===== config.mk =====
export PLATFORM = sky130hd
export DESIGN_NAME = clk_monitor
export DESIGN_NICKNAME = d
export VERILOG_FILES = /design/src/rtl/clk_mon_pkg.sv /design/src/rtl/clk_mon_sync.sv /design/src/rtl/clk_monitor.sv
export SDC_FILE = /design/constraint.sdc
export NUM_CORES = 1
export LEC_CHECK = 0
export CAP_MARGIN = 40
export CORE_MARGIN = 1.5
export CORE_UTILIZATION = 25
export DETAILED_ROUTE_END_ITERATION = 10
export SETUP_SLACK_MARGIN = 0.05
export SLEW_MARGIN = 20
export SYNTH_ARGS = -nofsm -noshare
export SYNTH_HDL_FRONTEND = slang
export SYNTH_HIERARCHICAL = 1
export SYNTH_SLANG_ARGS = --single-unit

===== constraint.sdc =====
create_clock -name clk -period 2.1 [get_ports clk]
set_input_delay 0.21 -clock clk [delete_from_list [all_inputs] [get_ports clk]]
set_output_delay 0.21 -clock clk [all_outputs]
set_load 0.05 [all_outputs]

===== src/rtl/clk_mon_pkg.sv =====
// clk_mon_pkg
//   Shared definitions for the clock activity monitor: FSM state encoding and
//   the width of the completed-measurement counter.
package clk_mon_pkg;

    // Monitor FSM states. Encodings are fixed so they can be probed externally.
    typedef enum logic [1:0] {
        StIdle    = 2'd0,
        StSeek    = 2'd1,
        StMeasure = 2'd2,
        StStall   = 2'd3
    } mon_state_e;

    // Width of meas_count; wraps from all-ones back to zero.
    localparam int unsigned MeasCntW = 8;

endpackage


===== src/rtl/clk_mon_sync.sv =====
// clk_mon_sync
//   Brings the asynchronous monitored signal into the clk domain with a
//   two-flop synchronizer and detects its rising edge.
// Ports
//   clk     in   system clock, rising edge
//   reset   in   synchronous active-high reset, clears all flops
//   mon_in  in   monitored signal, asynchronous to clk
//   s       out  synchronized copy of mon_in
//   rise    out  one-cycle pulse on the first cycle s is high
module clk_mon_sync (
    input  logic clk,
    input  logic reset,
    input  logic mon_in,
    output logic s,
    output logic rise
);

    logic meta_q;
    logic s_q;
    logic s_dly_q;

    always_ff @(posedge clk) begin
        if (reset) begin
            meta_q  <= 1'b0;
            s_q     <= 1'b0;
            s_dly_q <= 1'b0;
        end else begin
            meta_q  <= mon_in;
            s_q     <= meta_q;
            s_dly_q <= s_q;
        end
    end

    assign s    = s_q;
    // Combinational so the FSM consumes the edge on the following clk edge.
    assign rise = s_q & ~s_dly_q;

endmodule


===== src/rtl/clk_monitor.sv =====
// clk_monitor
//   Samples a clock-like signal with the system clock, measures its period
//   and high time in clk cycles, and flags a stalled or gated source.
// Parameters
//   CNT_W    width of period/high-time counters and outputs
//   TIMEOUT  clk cycles without a rising edge before stalled asserts
//            (2 .. 2**CNT_W-1, so the counters can never overflow)
// Ports
//   clk         in   system clock, rising edge
//   reset       in   synchronous active-high reset
//   mon_en      in   monitor enable; low forces the idle state
//   mon_in      in   monitored signal, asynchronous to clk
//   period      out  last rising-to-rising interval in clk cycles
//   high_time   out  cycles the synced input was high within that interval
//   meas_valid  out  one-cycle pulse when period/high_time update
//   stalled     out  no rising edge seen for TIMEOUT cycles
//   meas_count  out  completed measurements, wraps
module clk_monitor
    import clk_mon_pkg::*;
#(
    parameter int unsigned CNT_W   = 16,
    parameter int unsigned TIMEOUT = 1000
) (
    input  logic                clk,
    input  logic                reset,
    input  logic                mon_en,
    input  logic                mon_in,
    output logic [CNT_W-1:0]    period,
    output logic [CNT_W-1:0]    high_time,
    output logic                meas_valid,
    output logic                stalled,
    output logic [MeasCntW-1:0] meas_count
);

    localparam logic [CNT_W-1:0]    TimeoutVal = CNT_W'(TIMEOUT);
    localparam logic [CNT_W-1:0]    CntOne     = CNT_W'(1);
    localparam logic [MeasCntW-1:0] MeasOne    = MeasCntW'(1);

    logic s;
    logic rise;

    clk_mon_sync u_sync (
        .clk    (clk),
        .reset  (reset),
        .mon_in (mon_in),
        .s      (s),
        .rise   (rise)
    );

    mon_state_e            state_q,     state_d;
    logic [CNT_W-1:0]      per_cnt_q,   per_cnt_d;
    logic [CNT_W-1:0]      hi_cnt_q,    hi_cnt_d;
    logic [CNT_W-1:0]      period_q,    period_d;
    logic [CNT_W-1:0]      high_time_q, high_time_d;
    logic                  valid_q,     valid_d;
    logic                  stalled_q,   stalled_d;
    logic [MeasCntW-1:0]   count_q,     count_d;
    logic                  hit_timeout;

    always_comb begin
        state_d     = state_q;
        per_cnt_d   = per_cnt_q;
        hi_cnt_d    = hi_cnt_q;
        period_d    = period_q;
        high_time_d = high_time_q;
        valid_d     = 1'b0;
        stalled_d   = stalled_q;
        count_d     = count_q;
        hit_timeout = (per_cnt_q == TimeoutVal);

        if (!mon_en) begin
            // Disable abandons the interval but keeps the last results visible.
            state_d   = StIdle;
            stalled_d = 1'b0;
            per_cnt_d = '0;
            hi_cnt_d  = '0;
        end else begin
            unique case (state_q)
                StIdle: begin
                    // The entry cycle counts, so the stall fires TIMEOUT cycles
                    // after entering the seek state.
                    state_d   = StSeek;
                    per_cnt_d = CntOne;
                    hi_cnt_d  = '0;
                end
                StSeek: begin
                    if (rise) begin
                        // First edge only opens an interval; nothing to report yet.
                        state_d   = StMeasure;
                        per_cnt_d = CntOne;
                        hi_cnt_d  = CntOne;
                    end else if (hit_timeout) begin
                        state_d   = StStall;
                        stalled_d = 1'b1;
                    end else begin
                        per_cnt_d = per_cnt_q + CntOne;
                    end
                end
                StMeasure: begin
                    // A rise on the timeout cycle still closes a valid interval.
                    if (rise) begin
                        period_d    = per_cnt_q;
                        high_time_d = hi_cnt_q;
                        valid_d     = 1'b1;
                        count_d     = count_q + MeasOne;
                        per_cnt_d   = CntOne;
                        hi_cnt_d    = CntOne;
                    end else if (hit_timeout) begin
                        state_d   = StStall;
                        stalled_d = 1'b1;
                    end else begin
                        per_cnt_d = per_cnt_q + CntOne;
                        if (s) begin
                            hi_cnt_d = hi_cnt_q + CntOne;
                        end
                    end
                end
                StStall: begin
                    // The interval spanning the stall is meaningless; restart clean.
                    if (rise) begin
                        state_d   = StMeasure;
                        stalled_d = 1'b0;
                        per_cnt_d = CntOne;
                        hi_cnt_d  = CntOne;
                    end
                end
                default: begin
                    state_d = StIdle;
                end
            endcase
        end
    end

    always_ff @(posedge clk) begin
        if (reset) begin
            state_q     <= StIdle;
            per_cnt_q   <= '0;
            hi_cnt_q    <= '0;
            period_q    <= '0;
            high_time_q <= '0;
            valid_q     <= 1'b0;
            stalled_q   <= 1'b0;
            count_q     <= '0;
        end else begin
            state_q     <= state_d;
            per_cnt_q   <= per_cnt_d;
            hi_cnt_q    <= hi_cnt_d;
            period_q    <= period_d;
            high_time_q <= high_time_d;
            valid_q     <= valid_d;
            stalled_q   <= stalled_d;
            count_q     <= count_d;
        end
    end

    assign period     = period_q;
    assign high_time  = high_time_q;
    assign meas_valid = valid_q;
    assign stalled    = stalled_q;
    assign meas_count = count_q;

endmodule

Figure 1. Routed clock nets over the placement (run 1).
Drawn at 3 px/µm.
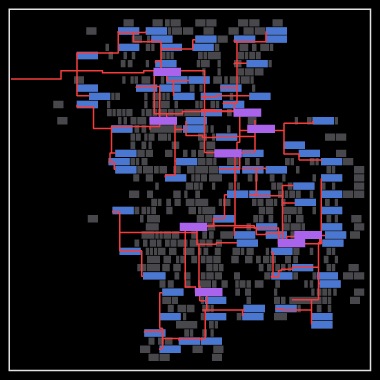
clock wires: shown in red, length 1050 µm. flip-flops: shown in blue, count 79. clock-net drivers: shown in purple, count 9.
There are 10 routed clock nets.

Figure 2. Signal wires on met3 (run 1).
Drawn at 4 px/µm. Cells faint in the background.
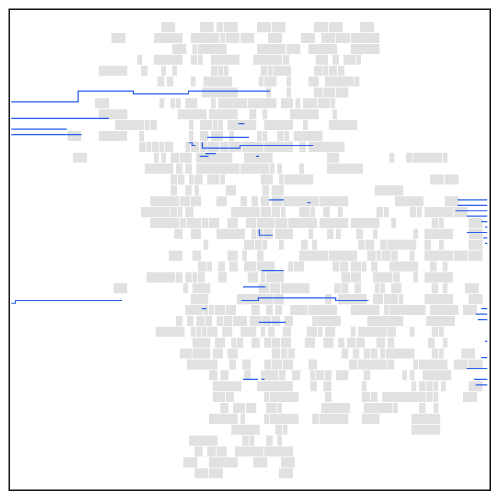
The layer carries 313 µm of wire. The layer holds 3.8% of the routed length. The longest straight run is 26.4 µm. The wires run mostly horizontal. 31 nets have wire on it.

==> notes.md, run 1 <==
Implementation summary

The run finished with clean final reports. The power share of the sequential group is between 40% and 50%. The number of antenna-violating nets in the routed design is 0. The sequential share of the synthesized area is 46.30%. The flow measured a signed area growth from synthesis to layout of 32.78%.

The worst setup path is launched from a register. The area share of the largest cell type after synthesis is 46.30%. 0 antenna diodes ended up in the layout. Dividing the detail-routed wire length by the instance count gives 12.55 µm. The number of warnings in the stage logs is 31. The via count of the first global-routing pass came to around 3000.

Summing all flip-flop and latch instances after layout gives 1583 µm². The root buffer cell is clkbuf_16. The worst-margin pin slew is ~0.54 ns.

The cell total in the yosys stat output is 417. The relative slew slack is 64.02%. According to the floorplan report, the placeable core area is 13300 µm². The combinational cell fraction of total power is under 10%. The power density over the cells is 729.4 nW/µm². The worst setup slack after layout is 0.1516 ns. Synthesis produced 417 cells.

The initialized floorplan defines ~42 standard-cell rows. Yosys reports that the most numerous cell types are 81 x nand2_1, 79 x dfxtp_1, 54 x a21oi_1. The final global-route overflow total is 0. The number of top-level pins is around 46. For this block, the initial DRC count from the detailed router was 216.

The final max-slew violation count is 0. In the final report, the number of hold violations comes to 0. The iteration count recorded for the first detailed-route pass is 4. STA puts the critical path data required time at 2.36 ns. The wire length of the first global-routing pass is about 14000 µm. Data on the critical path arrives at its endpoint at 2.21 ns.

The synthesis report lists the Yosys warning total as 6. The sum of negative setup slack is 0 ns. The area taken by multi-input combinational cells is reported as roughly 1700 µm². For this run, the top clock speed supported by timing is 0.5132 GHz. For this run, the total global-route usage over all layers was measured as 11.96%. The worst setup path is captured at a register.

The total design power is approximately 3300 µW. The number of different library cells in the post-synthesis netlist is 43. The placed standard-cell area is ~4200 µm². The overall chip area is around 14000 µm². The via count is 3088.

Of all nets on the critical path, the largest fanout is 8. The pin count of the biggest net entering global routing is 45. As reported, the later end of the worst-skew pair has a clock insertion delay of 0.33 ns. The max-capacitance violation count is 0. The last weighted congestion value of the routability-driven placer is 0.8388. The number of nets at the end of the flow is 489.
Figure 3. Cell area per tile (run 1).
Drawn at 3 px/µm. 12 x 12 tiles, from dark blue (low) to red (high), 0 to 100% covered.
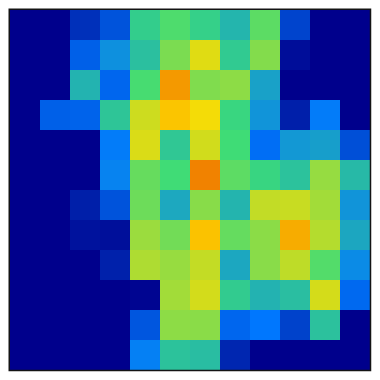
32% of the tiles are nearly empty. The mean over all tiles is 30%. The fullest tile reaches 85%. The emptiest ninth of the die: bottom left. 3.5% of the tiles are over 75% full.

## run 1: repair_timing
| action | CTS | global route |
|---|---|---|
| setup buffers | 0 | 2 |
| resized | 0 | 4 |
| endpoints found under the setup margin | 0 | 13 |
| endpoints found under the hold margin | 0 | 0 |
## run 1: layer usage
layer	up-vias	share of wire (%)	track usage, %
li1	1577	-	-
met1	1450	45	14.02
met2	49	49	20.80
met3	12	3.8	3.327
met4	0	1.9	4.390
met5	-	0	0
## run 1: sequential cells by signal (all words and copies together) (netlist names)
name,cells
u_sync/s_dly_q,1
high_time,16
u_sync/meta_q,1
per_cnt_q,16
state_q,2
period,16
hi_cnt_q,16
meas_valid,1
u_sync/s,1
stalled,1
meas_count,8
## run 1: worst paths after layout
path                            slack [ns]                startpoint  cells after the start                  endpoint
worst max-delay path                  0.15   state_q[1]$_SDFFE_PP0P_                      8  hi_cnt_q[3]$_SDFFE_PP0P_
worst min-delay path                  0.44                    mon_in                      2  u_sync/meta_q$_SDFF_PP0_
worst max register to register        0.15   state_q[1]$_SDFFE_PP0P_                      8  hi_cnt_q[3]$_SDFFE_PP0P_
worst min register to register        0.44  u_sync/meta_q$_SDFF_PP0_                      1       u_sync/s$_SDFF_PP0_
## run 1: power by group through the flow
stage / clock network, µW / registers [µW] / logic [µW]
2_1_floorplan: 0 / 1540 / 52.3
3_3_place_gp: 0 / 1540 / 83.7
3_5_place_dp: 0 / 1540 / 85.7
4_1_cts: 1750 / 1510 / 85.8
5_1_grt: 1810 / 1510 / 100
6_report: 1710 / 1510 / 88.7
## run 1: layout make-up
type / instances / area share, %
well taps: 176 / 4.855
clock buffers: 10 / 5.269
repair buffers: 69 / 14.18
inverters: 6 / 0.4966
multi-input cells: 311 / 38.26
clock inverters: 6 / 2.041
flip-flops and latches: 79 / 34.90
## run 1: logic make-up (layout without fill, tap and decap cells)
| logic type | count (synthesis) | count (layout) | synth area share [%] |
|---|---|---|---|
| xor+xnor | 16 | 16 | 4.102 |
| compound gates | 95 | 95 | 15.46 |
| fa+ha+maj | 9 | 9 | 3.297 |
| buf+inv | 27 | 91 | 3.296 |
| flops | 79 | 79 | 46.30 |
| simple gates | 191 | 191 | 27.55 |
## run 1: through the flow
| step | hold slack [ns] | util [%] |
|---|---|---|
| 6_report | 0.4354 | 34.11 |
| 5_1_grt | 0.4494 | 34.11 |
| 3_5_place_dp | 0.4309 | 31.39 |
| 3_3_place_gp | 0.4234 | 31.39 |
| 2_1_floorplan | 0.2816 | - |
| 4_1_cts | 0.4267 | 33.89 |
## run 1: critical path, cell delays in order (launching register included)
cell	delay (ns)
dfxtp_2	0.37
inv_1	0.08
ha_1	0.25
o21ba_2	0.25
nor2_1	0.19
a31oi_1	0.08
buf_4	0.17
or3_1	0.35
a21oi_1	0.14
## run 1: placed cells by master, fill, tap and decap left out, types with 3 or more instances in the layout
cell	count
clkbuf_16	9
clkdlybuf4s50_1	45
xor2_1	12
a211oi_1	3
nand4_1	14
dfxtp_1	78
o21ai_0	22
nand2b_1	6
nor3_1	7
xnor2_1	4
nor2_1	29
a31oi_1	3
nand2_1	81
nand3_1	12
nor2b_1	7
and3_1	9
buf_4	23
ha_1	9
a21oi_1	54
inv_1	6
or3_1	10
==> run 2: changes to the inputs <==
Settings changed: SKIP_CTS_REPAIR_TIMING from default to 1.
Figure 4. Cell area per tile (run 2).
Drawn at 3 px/µm. 12 x 12 tiles, from dark blue (low) to red (high), 0 to 100% covered.
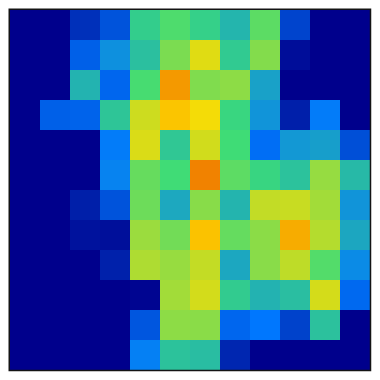
The emptiest ninth of the die: bottom left. 32% of the tiles are nearly empty. The fullest tile reaches 85%. The mean over all tiles is 30%. 3.5% of the tiles are over 75% full.

Figure 5. Routing congestion map (run 2).
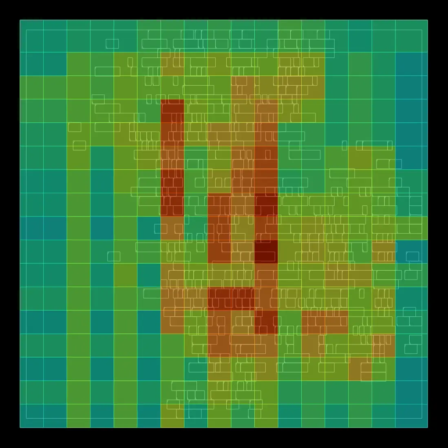
Global Route Usage Sum: 11.96%
global-route track usage on met3: 3.327%
met1 usage: 14.02%
global-route layer with the greatest usage: met2

==> run 2 against run 1 <==
First-iteration DRC count unchanged. Utilization is the same. Area after synthesis is the same. Sequential power about the same. Critical path type unchanged. Sequential share of layout area unchanged.
==> notes.md, run 2 <==
Implementation summary

The startpoint type of the worst setup path is a register. The final-report hold violation count is 0 (unchanged). For reference, the critical path cell chain is inv_1 > ha_1 > o21ba_2 > nor2_1 > a31oi_1 > buf_4 > or3_1 > a21oi_1.

The cell depth of the worst flop-to-flop path is 8 (unchanged). The capture point of the critical path is hi_cnt_q[3]$_SDFFE_PP0P_. The launch point of the worst hold path is mon_in. The utilization after layout is 34.11% (unchanged). The power density over the cells is 729.4 nW/µm² (unchanged). The data arrival time at the worst-slack endpoint was 2.21 ns (about the same). The via count of the first global-routing pass is 2982 (unchanged). Ranked by instance count, the synthesized netlist is headed by 81 x nand2_1, 79 x dfxtp_1, 54 x a21oi_1. The worst-margin pin slew is 0.5380 ns (unchanged). The run finished with clean final reports. The post-synthesis to final-layout area growth is 32.78% (unchanged). The maximum single-stage delay on the critical path is 0.37 ns (about the same). The start of the worst register-to-register path is state_q[1]$_SDFFE_PP0P_. The number of cells on the critical path was 8 (unchanged).

The cell total in the yosys stat output came to 417 (unchanged). The final max-slew violation count is 0 (unchanged). The worst setup path startpoint is state_q[1]$_SDFFE_PP0P_.
[run 2: power by group through the flow]
stage          clock network [µW]  logic [µW]  registers (µW)
6_report                     1710        88.7            1510
2_1_floorplan                   0        52.3            1540
3_5_place_dp                    0        85.7            1540
4_1_cts                      1750        85.8            1510
3_3_place_gp                    0        83.7            1540
5_1_grt                      1810         100            1510
[run 2: layout make-up]
| type | instances | area share, % |
|---|---|---|
| Multi-Input combinational cell | 311 | 38.26 |
| Sequential cell | 79 | 34.90 |
| Timing Repair Buffer | 69 | 14.18 |
| Clock buffer | 10 | 5.269 |
| Tap cell | 176 | 4.855 |
| Clock inverter | 6 | 2.041 |
| Inverter | 6 | 0.4966 |
[run 2: cell families (layout without fill, tap and decap cells)]
group / after synthesis / count (layout) / synth area share (%)
AOI/OAI and AO/OA: 95 / 95 / 15.46
xor gates and xnor gates: 16 / 16 / 4.102
adders and majority gates: 9 / 9 / 3.297
buffers and inverters: 27 / 91 / 3.296
DFF: 79 / 79 / 46.30
and+or+nand+nor: 191 / 191 / 27.55
[run 2: per-layer routing]
layer	track usage (%)	vias up	share of wire, %
met5	0	-	0
met4	4.390	0	1.9
met3	3.327	12	3.8
met2	20.80	49	49
met1	14.02	1450	45
li1	-	1577	-
[run 2: worst reg2reg max path, cell delays in order, from the launching register on]
cell and delay (ns):
dfxtp_2 0.37, inv_1 0.08, ha_1 0.25, o21ba_2 0.25
nor2_1 0.19, a31oi_1 0.08, buf_4 0.17, or3_1 0.35
a21oi_1 0.14
[run 2: worst min-delay path by stage]
| stage | depth (start not counted) | end |
|---|---|---|
| floorplan | 1 | u_sync/meta_q$_SDFF_PP0_ |
| global route | 2 | u_sync/meta_q$_SDFF_PP0_ |
| finish | 2 | u_sync/meta_q$_SDFF_PP0_ |
| CTS | 2 | u_sync/meta_q$_SDFF_PP0_ |
| global placement | 1 | u_sync/s$_SDFF_PP0_ |
| detailed placement | 1 | u_sync/s$_SDFF_PP0_ |
[run 2: metrics by stage]
step / instances / setup WS (ns) / instance area [µm²]
after floorplan: 417 / 0.1413 / 3416
after global placement: 639 / 0.2082 / 4174
after detailed placement: 639 / 0.09993 / 4174
after CTS: 655 / 0.08150 / 4506
after global routing: 657 / 0.04027 / 4536
final: 657 / 0.1516 / 4536
==> run 3: changes to the inputs <==
Settings changed: CORE_MARGIN 1.5 to 2, HOLD_SLACK_MARGIN from default to 0.05, REMOVE_ABC_BUFFERS from default to 1.
==> run 3 against run 2 <==
Worst setup slack better by 0.044 ns. Clock skew up 0.0029 ns. Clock power down 4%. Synthesized cell count unchanged. Utilization down 0.16 points. Final area down 0.47%.
==> notes.md, run 3 <==
Implementation summary

The analysis attributes to cell leakage a power of 0.001520 µW. The cell depth of the worst flop-to-flop path came to 9 (+1). By count the netlist is led by 81 x nand2_1, 79 x dfxtp_1, 54 x a21oi_1. The share of synthesized area in the top cell type comes to 46.30%. The cell total in the yosys stat output was 417 (unchanged). The final-report hold violation count is 0 (unchanged). In the hold report, the worst path ends at u_sync/s$_SDFF_PP0_.

The overall die width is 120.9 µm. The data arrival time at the worst-slack endpoint is 2.17 ns (-0.04 ns). The placed standard-cell area was 4139 µm² (-0.84%). The area of all placed cells without fillers was 4514 µm² (-0.47%). According to the floorplan report, the total die area is 14610 µm². The first global-routing pass estimated 13390 µm of wire. The final max-slew violation count is 0 (unchanged). The worst-margin pin slew is 0.5085 ns (-0.02951 ns). The worst hold path depth is 1 (-1).

For reference, the clock transition at the flip-flops on the worst setup and hold paths is 0.06 ns. The library cells used most frequently in the layout, excluding fill and tap cells, are 81 x nand2_1, 78 x dfxtp_1, 54 x a21oi_1, 45 x clkdlybuf4s50_1, 28 x nor2_1. According to the timing report, the data required time at the worst endpoint equals 2.37 ns. The flow ran to the end, and the final reports show no timing, DRC or antenna violations.

The power density over the cells is 716.5 nW/µm² (-1.8%). The design draws 3235 µW. STA lists the startpoint of the worst register-to-register path as per_cnt_q[1]$_SDFFE_PP0P_.

The utilization after layout is 33.95% (-0.16 points). Each instance of the synthesized netlist takes up on average 8.191 µm². The worst hold path begins at u_sync/meta_q$_SDFF_PP0_.

The worst path in the final design needs a cycle of about 1.9 ns, including I/O delays and setup. The startpoint type of the worst setup path is a register. The number of different library cells in the post-synthesis netlist is 43.

The post-synthesis to final-layout area growth is 32.16%. The via count of the first global-routing pass is 2830 (-5.1%).
## run 3: cell counts after synthesis
No cell type changed its count.
## run 3: area by class of cell
type,instances,share of cell area (%)
clock buffers,9,4.989
repair buffers,67,13.64
multi-input cells,311,39.02
inverters,6,0.4989
well taps,176,4.878
clock inverters,6,1.912
flip-flops and latches,79,35.06
## run 3: per-layer routing
metal,wire [µm],up-vias,track usage [%]
li1,-,1565,-
met1,3778,1432,14.45
met2,3669,52,17.59
met3,365,12,3.055
met4,154,0,5.741
met5,0,-,0
## run 3: worst max-delay path by stage
stage	endpoint	cells past startpoint	slack, ns	start
floorplan	meas_count[5]$_SDFFE_PP0P_	6	-0.16	u_sync/s$_SDFF_PP0_
global placement	hi_cnt_q[15]$_SDFFE_PP0P_	7	0.16	per_cnt_q[1]$_SDFFE_PP0P_
detailed placement	hi_cnt_q[15]$_SDFFE_PP0P_	7	0.07	state_q[1]$_SDFFE_PP0P_
CTS	hi_cnt_q[15]$_SDFFE_PP0P_	7	-0.0009	state_q[1]$_SDFFE_PP0P_
global route	hi_cnt_q[9]$_SDFFE_PP0P_	8	0.04	per_cnt_q[1]$_SDFFE_PP0P_
finish	hi_cnt_q[5]$_SDFFE_PP0P_	9	0.20	per_cnt_q[1]$_SDFFE_PP0P_
## run 3: where the power goes
part | internal [µW] | leakage, µW | switching [µW]
sequential | 1500 | 0.000637 | 4.53
clock | 1030 | 0.000151 | 608
combinational | 33.8 | 0.000731 | 53.9
## run 3: cells by family after synthesis
logic type / synth area share (%)
and+or+nand+nor: 27.55
AOI/OAI and AO/OA: 15.46
adders and majority gates: 3.297
xor gates and xnor gates: 4.102
buffers and inverters: 3.296
DFF: 46.30
## run 3: per-stage QoR
step / setup WS [ns] / cells
6_report: 0.1953 / 654
5_1_grt: 0.04449 / 654
4_1_cts: -0.0008544 / 651
3_5_place_dp: 0.06685 / 636
3_3_place_gp: 0.1561 / 636
2_1_floorplan: -0.1580 / 396
## run 3: critical path, stage by stage (launching register included)
cell and delay [ns]:
dfxtp_1 0.40, inv_1 0.09, ha_1 0.18, nor3b_1 0.14, nand4_2 0.14, buf_4 0.15, a31oi_1 0.08, buf_4 0.17
or3_1 0.34, a21oi_1 0.14
Figure 6. Routing congestion map (run 3).
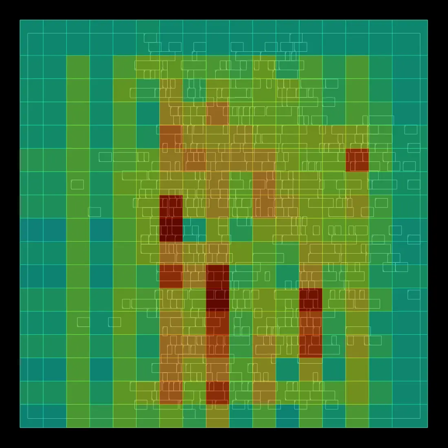
global-route track usage on met3: 3.055%
Global Route Usage Sum: 11.35%

Figure 7. Routed clock nets over the placement (run 3).
Drawn at 3 px/µm.
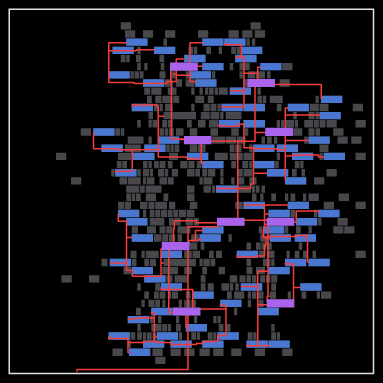
clock wires: shown in red, length 1030 µm. flip-flops: shown in blue, count 79. clock-net drivers: shown in purple, count 9.
There are 10 routed clock nets.

Power is estimated from default activity; no workload was simulated.
